<file path="src/rtl/toggle_scheduler.sv">
// Toggle scheduler: issues a programmed number of T-enable pulses
// separated by a programmable idle gap and tracks the downstream Q.
module toggle_scheduler #(
    parameter int CNT_W = 8,
    parameter int GAP_W = 4
) (
    input  logic             clk,
    input  logic             reset,
    input  logic             start,
    input  logic [CNT_W-1:0] count,
    input  logic [GAP_W-1:0] gap,
    input  logic             abort,
    output logic             T,
    output logic             busy,
    output logic             done,
    output logic [CNT_W-1:0] pulses_left,
    output logic             q_expect
);

    localparam logic [1:0] S_IDLE  = 2'd0;
    localparam logic [1:0] S_PULSE = 2'd1;
    localparam logic [1:0] S_GAP   = 2'd2;
    localparam logic [1:0] S_DONE  = 2'd3;

    localparam logic [CNT_W-1:0] C_CNT_ZERO = '0;
    localparam logic [CNT_W-1:0] C_CNT_ONE  = CNT_W'(1);
    localparam logic [GAP_W-1:0] C_GAP_ZERO = '0;
    localparam logic [GAP_W-1:0] C_GAP_ONE  = GAP_W'(1);

    logic [1:0]       r_state;
    logic [CNT_W-1:0] r_left;
    logic [GAP_W-1:0] r_gap_lat;
    logic [GAP_W-1:0] r_gap_cnt;
    logic             r_q;
    logic             r_t;
    logic             r_busy;
    logic             r_done;

    logic [1:0]       w_next;
    logic             w_accept;
    logic             w_last;
    logic             w_gap_end;

    // A start is only honoured while idle; abort never overrides it there.
    assign w_accept  = (r_state == S_IDLE) && start;
    assign w_last    = (r_left == C_CNT_ONE);
    // Treat a zero count as "expired" so GAP can never stall.
    assign w_gap_end = (r_gap_cnt <= C_GAP_ONE);

    // Next-state selection.
    always_comb begin
        w_next = r_state;
        unique case (r_state)
            S_IDLE: begin
                if (start) begin
                    if (count == C_CNT_ZERO) begin
                        w_next = S_DONE;
                    end else begin
                        w_next = S_PULSE;
                    end
                end
            end
            S_PULSE: begin
                if (abort) begin
                    w_next = S_IDLE;
                end else if (w_last) begin
                    w_next = S_DONE;
                end else if (r_gap_lat == C_GAP_ZERO) begin
                    w_next = S_PULSE;
                end else begin
                    w_next = S_GAP;
                end
            end
            S_GAP: begin
                if (abort) begin
                    w_next = S_IDLE;
                end else if (w_gap_end) begin
                    w_next = S_PULSE;
                end
            end
            S_DONE: begin
                w_next = S_IDLE;
            end
            default: begin
                w_next = S_IDLE;
            end
        endcase
    end

    // State register with output flags registered from the next state.
    always_ff @(posedge clk or negedge reset) begin
        if (!reset) begin
            r_state <= S_IDLE;
            r_t     <= 1'b0;
            r_busy  <= 1'b0;
            r_done  <= 1'b0;
        end else begin
            r_state <= w_next;
            r_t     <= (w_next == S_PULSE);
            r_busy  <= (w_next == S_PULSE) || (w_next == S_GAP);
            r_done  <= (w_next == S_DONE);
        end
    end

    // Command latch: count and gap are captured only on an accepted start.
    always_ff @(posedge clk or negedge reset) begin
        if (!reset) begin
            r_gap_lat <= C_GAP_ZERO;
        end else if (w_accept) begin
            r_gap_lat <= gap;
        end
    end

    // Remaining-pulse counter; cleared by abort, never wraps below zero.
    always_ff @(posedge clk or negedge reset) begin
        if (!reset) begin
            r_left <= C_CNT_ZERO;
        end else begin
            unique case (r_state)
                S_IDLE: begin
                    if (start) begin
                        r_left <= count;
                    end
                end
                S_PULSE: begin
                    if (abort) begin
                        r_left <= C_CNT_ZERO;
                    end else if (r_left != C_CNT_ZERO) begin
                        r_left <= r_left - C_CNT_ONE;
                    end
                end
                S_GAP: begin
                    if (abort) begin
                        r_left <= C_CNT_ZERO;
                    end
                end
                default: begin
                    r_left <= r_left;
                end
            endcase
        end
    end

    // Idle-gap counter: loaded on leaving PULSE towards GAP, counts down in GAP.
    always_ff @(posedge clk or negedge reset) begin
        if (!reset) begin
            r_gap_cnt <= C_GAP_ZERO;
        end else begin
            unique case (r_state)
                S_PULSE: begin
                    if (w_next == S_GAP) begin
                        r_gap_cnt <= r_gap_lat;
                    end
                end
                S_GAP: begin
                    if (abort || (r_gap_cnt == C_GAP_ZERO)) begin
                        r_gap_cnt <= C_GAP_ZERO;
                    end else begin
                        r_gap_cnt <= r_gap_cnt - C_GAP_ONE;
                    end
                end
                default: begin
                    r_gap_cnt <= r_gap_cnt;
                end
            endcase
        end
    end

    // Predicted downstream Q: every PULSE cycle is a real toggle, abort or not.
    always_ff @(posedge clk or negedge reset) begin
        if (!reset) begin
            r_q <= 1'b0;
        end else if (r_state == S_PULSE) begin
            r_q <= ~r_q;
        end
    end

    assign T           = r_t;
    assign busy        = r_busy;
    assign done        = r_done;
    assign pulses_left = r_left;
    assign q_expect    = r_q;

endmodule

</file>
<file path="config.mk">
export PLATFORM = sky130hd
export DESIGN_NAME = toggle_scheduler
export DESIGN_NICKNAME = d
export VERILOG_FILES = /design/src/rtl/toggle_scheduler.sv
export SDC_FILE = /design/constraint.sdc
export NUM_CORES = 1
export LEC_CHECK = 0
export ABC_AREA = 1
export CELL_PAD_IN_SITES_DETAIL_PLACEMENT = 0
export CELL_PAD_IN_SITES_GLOBAL_PLACEMENT = 1
export CORE_ASPECT_RATIO = 0.75
export CORE_UTILIZATION = 39
export CTS_CLUSTER_DIAMETER = 50
export DETAILED_ROUTE_END_ITERATION = 6
export HOLD_SLACK_MARGIN = 0.08
export PLACE_DENSITY_LB_ADDON = 0.3
export SYNTH_ARGS = -nofsm -noshare
export SYNTH_HDL_FRONTEND = slang
export SYNTH_SLANG_ARGS = --single-unit
</file>
<file path="constraint.sdc">
create_clock -name clk -period 5.3 [get_ports clk]
set_clock_uncertainty 0.05 [all_clocks]
set_input_delay 0.795 -clock clk [delete_from_list [all_inputs] [get_ports clk]]
set_output_delay 0.795 -clock clk [all_outputs]
set_load 0.005 [all_outputs]
</file>
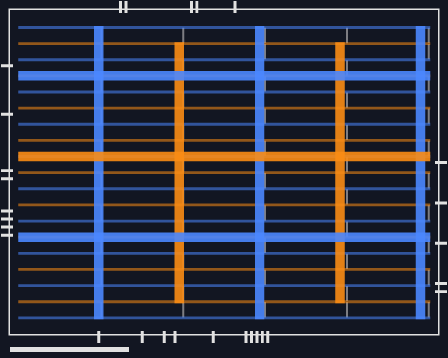
Fig. 1. Floorplan with the power grid.
The bar under the picture is 20 um long. Pins as bars on the die edge. Tap cells in grey.
Orange shows VDD. Blue shows VSS.
19 met1 rails follow the rows. 50 tap cells. 3 straps on met5. 28 signal pins sit on the boundary.

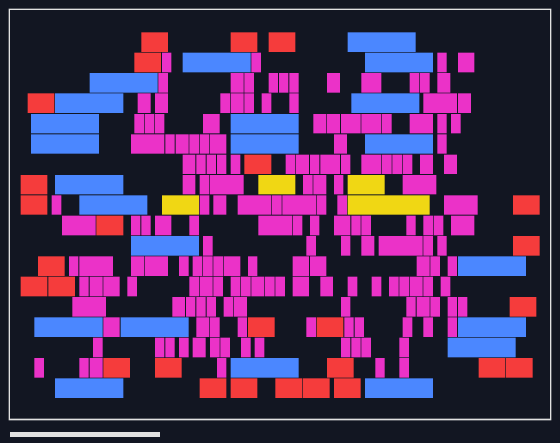
Fig. 2. Placement by cell class.
The bar under the picture is 20 um long.
Red shows other buffers and delay cells, cells 27, share of their area 15%. Blue shows flip-flops, cells 22, share of their area 31%. Yellow shows clock drivers and dummy loads, cells 4, share of their area 4.0%. Magenta shows all other logic, cells 176, share of their area 49%.
core occupancy in the finished layout: 0.537
sequential portion of the cell area: 0.302
core region area: 3400 sq um

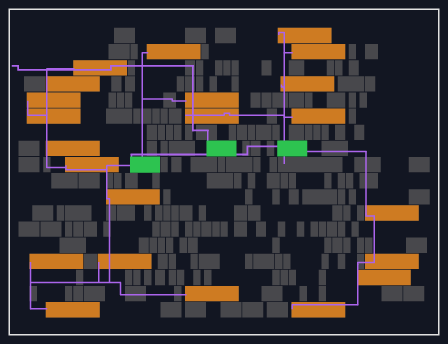
Fig. 3. Clock network drawn from the DEF.
Orange shows flip-flops, count 22. Green shows cells driving clock nets, count 3. Purple shows clock wires, length 314 um.
There are 4 routed clock nets. Position of the flops: spread over the die.

metrics by stage:
| step | utilization | hold WS, ns |
|---|---|---|
| finish | 0.537 | 0.421 |
| global route | 0.537 | 0.465 |
| CTS | 0.537 | 0.431 |
| detailed placement | 0.516 | 0.420 |
| global placement | 0.516 | 0.401 |
| floorplan | - | 0.412 |
path summary, 6_finish.rpt:
| check | depth (start not counted) | endpoint | from |
|---|---|---|---|
| max | 12 | r_gap_cnt[0]$_DFFE_PN0P_ | start |
| min | 1 | q_expect$_DFFE_PN0P_ | q_expect$_DFFE_PN0P_ |
| max reg2reg | 13 | r_gap_cnt[0]$_DFFE_PN0P_ | r_state[0]$_DFF_PN0_ |
| min reg2reg | 1 | q_expect$_DFFE_PN0P_ | q_expect$_DFFE_PN0P_ |
| max in group asynchronous | 1 | r_gap_cnt[1]$_DFFE_PN0P_ | reset |
| min in group asynchronous | 1 | pulses_left[3]$_DFFE_PN0P_ | reset |
critical path, cell delays in order:
cell                              delay [ns]
sky130_fd_sc_hd__clkdlybuf4s50_1        0.47
sky130_fd_sc_hd__nand2_1                0.05
sky130_fd_sc_hd__inv_1                  0.18
sky130_fd_sc_hd__nand4_1                0.11
sky130_fd_sc_hd__o22ai_1                0.17
sky130_fd_sc_hd__inv_1                  0.06
sky130_fd_sc_hd__nand2_1                0.12
sky130_fd_sc_hd__ha_1                   0.17
sky130_fd_sc_hd__nand2_1                0.05
sky130_fd_sc_hd__o21a_1                 0.19
sky130_fd_sc_hd__a21oi_1                0.16
sky130_fd_sc_hd__a22oi_1                0.08
cell families (layout without fill, tap and decap cells):
logic type,count (synthesis),count (layout),share of synthesized area
XOR/XNOR,3,3,0.0182
AND/OR/NAND/NOR,91,91,0.257
flip-flops,22,22,0.382
adder cells (fa/ha/maj),11,11,0.0956
buffers and inverters,40,69,0.112
AND-OR/OR-AND,33,33,0.135
power by group through the flow:
stage               Combinational [mW]  Clock, mW  Sequential (mW)
finish                           0.622      0.159            0.312
global placement                 0.607          0            0.313
detailed placement               0.620          0            0.315
global route                     0.713      0.168            0.324
CTS                              0.625      0.163            0.312
floorplan                        0.440          0            0.305
layer usage:
| layer | track usage | wire length [um] |
|---|---|---|
| met1 | 0.279 | 1750 |
| met2 | 0.283 | 1390 |
| met3 | 0.0460 | 199 |
| met4 | 0.0196 | 10 |
| met5 | 0 | 0 |
sequential cells by signal (all words and copies together) (netlist names):
name / count
r_gap_cnt: 4
done: 1
pulses_left: 8
q_expect: 1
r_state: 2
T: 1
busy: 1
r_gap_lat: 4
cell type report:
| type | instances | area [sq um] | area share |
|---|---|---|---|
| clock inverter | 1 | 30.0 | 0.0164 |
| timing repair buffer | 27 | 270 | 0.148 |
| sequential | 22 | 551 | 0.302 |
| tap | 50 | 62.6 | 0.0343 |
| multi-input combinational | 138 | 728 | 0.399 |
| inverter | 38 | 143 | 0.0781 |
| clock buffer | 3 | 41.3 | 0.0226 |
==> flow_results.org <==
#+TITLE: Implementation results

** Outcome
- The run finished with clean final reports.

** Layout
- Most numerous logic cells after layout :: sky130_fd_sc_hd__nand2_1 (61), sky130_fd_sc_hd__inv_1 (37), sky130_fd_sc_hd__clkdlybuf4s50_1 (27)
- Fraction of layout instances using a drive strength above 1 :: 0.0349
- Layout Nets :: 257
- Between the synthesized netlist and the finished layout, the area growth was recorded as 26.8%.
- Among logic cells in the layout, the one with the most instances is sky130_fd_sc_hd__nand2_1.
- Per the layout report, the design carries 318 filler cells.
- Final std cell area, no fill :: 1830 sq um
- Layout Cells excl Fill :: 279

** Placed design
- Routability congestion estimate :: 0.901
- Detailed placement reports a standard cell area of 1750 sq um.
- Detailed placement ended at an HPWL of 2640 um.
- Post-Place Setup Slack :: 2.52 ns
- Instance count after placement with tap cells included :: 275

** CTS
- Looking at the post-CTS report, the setup buffer insertion count equals 0.
- The clock passes through at most 2 buffers.
- Root buffer cell :: sky130_fd_sc_hd__clkbuf_8
- CTS buffer count :: 3
- Clock tree from TritonCTS :: done
- Number of sinks handled by clock tree synthesis :: 22
- At the later pin of the worst-skew pair, clock insertion delay measures 0.27 ns.
- On the reported timing paths, the clock transition at the registers reads 0.08 ns.
- Hold repair after CTS inserted 0 buffers.
- CTS H-tree depth :: 1

** Synth
- Count of instantiated cells in the yosys netlist :: 200
- Synthesis inferred 22 register bits.
- By count the netlist is led by sky130_fd_sc_hd__nand2_1 (61), sky130_fd_sc_hd__inv_1 (37), sky130_fd_sc_hd__dfrtp_1 (22).
- FFs w/ async S/R, synth :: 1.00
- Cell types occupying the most area after synthesis :: sky130_fd_sc_hd__dfrtp_1 (38%), sky130_fd_sc_hd__nand2_1 (16%), sky130_fd_sc_hd__inv_1 (9.6%), sky130_fd_sc_hd__ha_1 (9.6%), sky130_fd_sc_hd__o21ai_0 (3.8%)
- Yosys Chip Area :: 1440 sq um
- In this run the mean area of a mapped cell was 7.20 sq um.
- During synthesis, Yosys emitted a total of 0 warnings.
- Net count of the mapped netlist :: 227
- After synthesis, the netlist uses 22 different library cells.
- Area share of the largest cell type after synthesis :: 0.382
- Post-synthesis cell area :: 1440 sq um
- The post-synth count of flops with an enable pin is 0.

** Final timing
- The worst path meets setup with 2.78 ns of slack.
- The end-of-flow timing check tallies setup violations at 0.
- Hold-check failures listed in the final report amount to 0.
- Setup repair after global routing left no endpoint under its margin.
- Transition time at the pin with the least slew margin :: 1.00 ns
- Remaining max-slew budget at the tightest pin :: 0.329
- Time the final worst path needs with I/O delays and setup :: 2.52 ns

** Worst setup path
- STA classifies the critical path endpoint as a flip-flop.
- Data arrival time of the critical path :: 2.61 ns
- Worst reg2reg setup slack :: 2.98 ns
- Critical path class :: primary input to flip-flop
- The OpenROAD report gives the critical path a required time of 5.39 ns.
- The worst setup path is launched from a primary input.

** Floorplan
- Height of the die :: 54.6 um
- Die Size :: 3940 sq um
- Die Width :: 72.2 um

** Detailed routing
- Pre-antenna DRT Iters :: 5
- Across all layers, the routed design uses 1349 vias.
- TritonRoute output was used to compute an average wire per cell of 12.0 um.
- Once detail routing completed, the nets flagged for antenna violations numbered 0.
- Number of DRC markers in iteration 0 :: 74
- In the routed layout, each cell is associated on average with a via count of 4.84.

** Job
- OpenROAD warning count :: 33

** Power
- Cell internal pwr :: 0.604 mW
- Clock group share of total power :: 0.145
- Combinational group share of total power :: 0.569
- Sequential power share :: 0.286

** Global route
- The first global-routing pass estimated 5510 um of wire.
- Initial antenna violation count :: 0
- The global routing report lists combined usage of all routing layers as 0.188.
- Via count of the first global-routing pass :: 1170
- After global routing the overflow that remains totals 0.

** Hold path
- Worst min path class :: flip-flop to flip-flop
Power is estimated from default activity; no workload was simulated.
